[src/rtl/regfile_writeback.sv]
`default_nettype none
// ============================================================================
// Module      : regfile_writeback
// Description : Register-file writeback arbiter. ALU results take priority
//               over a 2-deep load FIFO. A pending-load scoreboard drives the
//               stall output and the sticky WAW error flag.
// Revision    : 1.0 - initial release
// ============================================================================
module regfile_writeback #(
    parameter  int WIDTH = 32,
    parameter  int DEPTH = 32,
    localparam int A     = $clog2(DEPTH)
) (
    input  logic             clk,
    input  logic             rst,
    input  logic             alu_valid,
    input  logic [A-1:0]     alu_rd,
    input  logic [WIDTH-1:0] alu_data,
    input  logic             ld_valid,
    input  logic [A-1:0]     ld_rd,
    input  logic [WIDTH-1:0] ld_data,
    output logic             ld_ready,
    input  logic             iss_load,
    input  logic [A-1:0]     iss_rd,
    input  logic [A-1:0]     chk_rs1,
    input  logic [A-1:0]     chk_rs2,
    output logic             stall,
    output logic [A-1:0]     wr_addr0,
    output logic [WIDTH-1:0] wr_din0,
    output logic             we0,
    output logic [1:0]       fifo_cnt,
    output logic             waw_err
);

    localparam logic [1:0] c_FIFO_DEPTH = 2'd2;

    logic [A-1:0]     r_fifo_rd   [2];
    logic [WIDTH-1:0] r_fifo_data [2];
    logic [1:0]       r_cnt;
    logic [DEPTH-1:0] r_pending;
    logic             r_waw;
    logic             r_we;
    logic [A-1:0]     r_addr;
    logic [WIDTH-1:0] r_din;

    logic             w_push;
    logic             w_pop;
    logic             w_sel_valid;
    logic [A-1:0]     w_sel_rd;
    logic [WIDTH-1:0] w_sel_data;
    logic             w_wr;
    logic [DEPTH-1:0] w_set;
    logic [DEPTH-1:0] w_clr;
    logic [DEPTH-1:0] w_pending_nxt;

    assign ld_ready = (r_cnt < c_FIFO_DEPTH);
    assign w_push   = ld_valid & ld_ready;
    // The FIFO head only drains on cycles the ALU leaves the write port idle.
    assign w_pop    = ~alu_valid & (r_cnt != 2'd0);

    assign w_sel_valid = alu_valid | (r_cnt != 2'd0);
    assign w_sel_rd    = alu_valid ? alu_rd   : r_fifo_rd[0];
    assign w_sel_data  = alu_valid ? alu_data : r_fifo_data[0];
    assign w_wr        = w_sel_valid & (w_sel_rd != '0);

    // In-order FIFO with the head always in slot 0.
    always_ff @(posedge clk or negedge rst) begin
        if (!rst) begin
            r_cnt <= 2'd0;
            for (int i = 0; i < 2; i++) begin
                r_fifo_rd[i]   <= '0;
                r_fifo_data[i] <= '0;
            end
        end else begin
            case ({w_push, w_pop})
                2'b10: begin
                    r_fifo_rd[r_cnt[0]]   <= ld_rd;
                    r_fifo_data[r_cnt[0]] <= ld_data;
                    r_cnt                 <= r_cnt + 2'd1;
                end
                2'b01: begin
                    r_fifo_rd[0]   <= r_fifo_rd[1];
                    r_fifo_data[0] <= r_fifo_data[1];
                    r_cnt          <= r_cnt - 2'd1;
                end
                2'b11: begin
                    if (r_cnt == 2'd1) begin
                        r_fifo_rd[0]   <= ld_rd;
                        r_fifo_data[0] <= ld_data;
                    end else begin
                        r_fifo_rd[0]   <= r_fifo_rd[1];
                        r_fifo_data[0] <= r_fifo_data[1];
                        r_fifo_rd[1]   <= ld_rd;
                        r_fifo_data[1] <= ld_data;
                    end
                end
                default: ;
            endcase
        end
    end

    // Clear is applied before set so a same-cycle issue re-arms the entry.
    always_comb begin
        w_set = '0;
        w_clr = '0;
        if (w_pop)
            w_clr[r_fifo_rd[0]] = 1'b1;
        if (iss_load)
            w_set[iss_rd] = 1'b1;
        w_pending_nxt    = (r_pending & ~w_clr) | w_set;
        w_pending_nxt[0] = 1'b0;
    end

    always_ff @(posedge clk or negedge rst) begin
        if (!rst) begin
            r_pending <= '0;
            r_waw     <= 1'b0;
        end else begin
            r_pending <= w_pending_nxt;
            if (alu_valid && (alu_rd != '0) && r_pending[alu_rd])
                r_waw <= 1'b1;
        end
    end

    // Address/data only move on a real write so they never show stale garbage.
    always_ff @(posedge clk or negedge rst) begin
        if (!rst) begin
            r_we   <= 1'b0;
            r_addr <= '0;
            r_din  <= '0;
        end else begin
            r_we <= w_wr;
            if (w_wr) begin
                r_addr <= w_sel_rd;
                r_din  <= w_sel_data;
            end
        end
    end

    assign stall    = r_pending[chk_rs1] | r_pending[chk_rs2];
    assign we0      = r_we;
    assign wr_addr0 = r_addr;
    assign wr_din0  = r_din;
    assign fifo_cnt = r_cnt;
    assign waw_err  = r_waw;

endmodule
`default_nettype wire

[config.mk]
export PLATFORM = sky130hd
export DESIGN_NAME = regfile_writeback
export DESIGN_NICKNAME = d
export VERILOG_FILES = /design/src/rtl/regfile_writeback.sv
export SDC_FILE = /design/constraint.sdc
export NUM_CORES = 1
export LEC_CHECK = 0
export CORE_ASPECT_RATIO = 1.5
export CORE_UTILIZATION = 25
export DETAILED_ROUTE_END_ITERATION = 12
export PLACE_DENSITY = 0.49
export SLEW_MARGIN = 25
export SYNTH_ARGS = -nofsm -noshare
export SYNTH_HDL_FRONTEND = slang
export SYNTH_SLANG_ARGS = --single-unit
[constraint.sdc]
create_clock -name clk -period 3 [get_ports clk]
set_clock_uncertainty 0.2 [all_clocks]
set_input_delay 0.6 -clock clk [delete_from_list [all_inputs] [get_ports clk]]
set_output_delay 0.6 -clock clk [all_outputs]
set_load 0.01 [all_outputs]
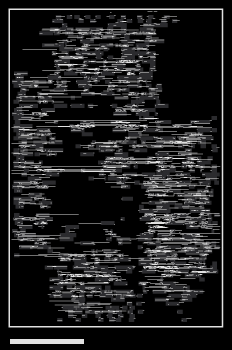
(M1 wires)
The bar under the picture is 50 um long. Cells faint in the background.
The layer carries 8560 um of wire. 823 nets have wire on it.
drt total wl: 21800 um
via count: 5772
met1 usage: 17.3%

==> flow_summary.json <==
{
  "dr_wl_met2_um": 11700,
  "regToRegSetupSlack_ns": 0.39,
  "ys.flops": 146,
  "p_per_area_nw_per_um2": 940,
  "antennaDiodeCount": 0,
  "p_clk_share_pct": 22.2,
  "sw_frac_of_total_pct": 35.6,
  "final_area_um2": 10100,
  "htree_num_levels": 4,
  "crit_family": "multiplexers",
  "worstPathMaxFanout": 6,
  "syn-instance-count": 669,
  "hold_ws_ns": 0.279,
  "synth_area_um2": 7410,
  "grt_usage_pct": 15.2,
  "fp_util_pct": 25.6,
  "drive_gt1_share_pct": 21.6,
  "fmax_mhz": 343,
  "top_layer": "met4",
  "r2r_start": "fifo_cnt[0]",
  "final_core_util_pct": 35.0,
  "max_stage_delay_ns": 0.48,
  "worst-path-stages": 7,
  "finalSetupViolCount": 0,
  "io_pins": 137,
  "die_w_um": 143,
  "areaGrowthSynthToFinish_pct": 36.4,
  "yosysChipArea_um2": 7410,
  "holdPathEnd": "r_fifo_data[18]",
  "relSlewSlack_pct": 58.9,
  "logic_area_um2": 3570,
  "final.setup.tns_ns": 0,
  "status": "finished, final reports clean",
  "grt_overflow_total": 0,
  "wl_met3_um": 843,
  "dpl-instance-area_um2": 9450,
  "critPathCapture": "stall",
  "slowest_stage": "mux4_2",
  "drt_iter0_drc": 329,
  "edf_count": 0,
  "hold_viol_final": 0,
  "drv_cap": 0,
  "grt_max_degree": 66,
  "wl_per_cell_um": 17.8,
  "worstRegToRegCells": 9,
  "critPathLaunch": "chk_rs2[2]",
  "post_layout_nonfiller_instances": 1222,
  "pwr-share-comb_pct": 38.8,
  "wl_met1_um": 8560,
  "crit_arrival_ns": 2.11,
  "yosys.cell_types.count": 43,
  "p_switching_mw": 3.38,
  "ys.flop_type": "dfrtp_1",
  "root_buffer": "clkbuf_16",
  "openroad.warnings": 32,
  "cp_cell_sequence": "dlygate4sd2_1 -> buf_12 -> mux4_2 -> mux2i_1 -> a32oi_1 -> a22o_1 -> buf_2",
  "via_per_inst": 4.72,
  "cts_buffers": 17,
  "cp.required_ns": 2.20,
  "setup_ws_ns": 0.0876,
  "hp-start": "r_fifo_data[18]",
  "core.rowCount": 76,
  "firstDrtPassIters": 5,
  "grt_pass1_wl_um": 34400,
  "postRouteAntennaNets": 0,
  "antenna_found_initial": 1,
  "place_hpwl_um": 15900,
  "min_period_ns": 2.91
}
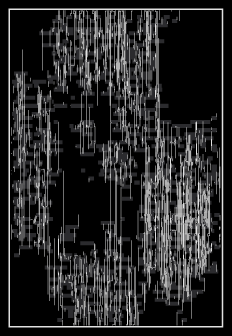
(signal wires on met2)
Cells faint in the background.
768 nets have wire on it. The layer holds 54% of the routed length. The wires run mostly vertical.

-- cell type report --
type	count	area share (%)
Clock inverter	13	1.35
Timing Repair Buffer	175	17.5
Tap cell	390	4.83
Multi-Input combinational cell	469	35.4
Clock buffer	19	4.38
Sequential cell	146	36.2
Inverter	10	0.371
-- logic make-up (layout without fill, tap and decap cells) --
logic type	Yosys count	in the layout	synth area share, %
AND-OR/OR-AND	192	192	15.1
adder cells (fa/ha/maj)	8	8	1.35
AND/OR/NAND/NOR	158	158	9.56
multiplexers	109	109	20.8
flip-flops	146	146	49.3
XOR/XNOR	2	2	0.237
buffers and inverters	54	217	3.61
-- state kept, by name, indices dropped and copies added, names as in the netlist --
signal	count
waw_err	1
fifo_cnt	2
we0	1
r_pending	31
wr_din0	32
r_fifo_data	64
wr_addr0	5
r_fifo_rd	10
-- cells in the final DEF, fill, tap and decap left out, types with 3 or more instances in the layout --
cell,synthesis,final
buf_12,0,8
or3b_2,3,3
clkdlybuf4s50_1,0,126
ha_1,8,8
buf_4,1,28
clkbuf_16,0,17
clkinv_2,0,4
a21oi_1,43,40
a32oi_1,3,3
nand3b_1,11,11
nand2_1,83,83
nor2b_1,3,3
mux2_2,56,55
o21ai_0,98,98
nand3_1,4,4
mux4_2,14,14
dlygate4sd2_1,0,4
a22oi_1,38,38
clkinvlp_4,0,4
inv_1,10,10
mux2_4,21,22
mux2i_1,12,12
mux4_1,6,6
nor2_1,43,43
dfrtp_1,146,145
-- per-layer routing --
metal  up-vias  global-route usage, %
met5         -                      0
met4         0                   7.23
met3        39                   2.83
met2       155                   27.1
met1      2847                   17.3
li1       2731                      -
-- synthesized netlist by cell type, types with 2 or more instances --
cell type,number,share of area [%]
buf_6,7,1.1
a311oi_1,2,0.24
nand2b_1,2,0.17
nor2b_1,3,0.25
buf_2,7,0.47
nand3_1,4,0.27
mux4_2,14,4.3
mux2i_1,12,1.6
buf_1,6,0.30
dfrtp_1,146,49
nand2_1,83,4.2
o21ai_0,98,6.6
mux2_4,21,4.3
nand3b_1,11,1.1
or3b_2,3,0.35
mux4_1,6,2.1
a21oi_1,43,2.9
ha_1,8,1.4
a32oi_1,3,0.35
a22oi_1,38,3.9
or3_1,2,0.17
nor2_1,43,2.2
mux2_2,56,8.5
inv_1,10,0.51
clkbuf_1,23,1.2
-- timing repair --
item | 4_1_cts | 5_1_grt
gates cloned | 1 | 0
buffers inserted | 0 | 0
hold endpoints to repair | 40 | 0
hold buffers | 1 | 0
resized | 12 | 9
pin swaps | 3 | 2
endpoints found under the setup margin | 1 | 1
-- power by group through the flow --
stage | registers, mW | logic (mW) | clock network [mW]
2_1_floorplan | 3.51 | 2.22 | 0
4_1_cts | 3.71 | 3.74 | 2.18
6_report | 3.70 | 3.69 | 2.11
3_3_place_gp | 3.71 | 3.66 | 0
3_5_place_dp | 3.73 | 3.72 | 0
5_1_grt | 3.83 | 4.07 | 2.26
-- worst register-to-register path, delay by kind of cell, from the launching register on --
kind,cells,cell delay (ns)
AND/OR/NAND/NOR,3,0.78
buffers and inverters,2,0.16
flip-flops,1,0.52
adder cells (fa/ha/maj),2,0.49
AND-OR/OR-AND,2,0.39
Power is estimated from default activity; no workload was simulated.
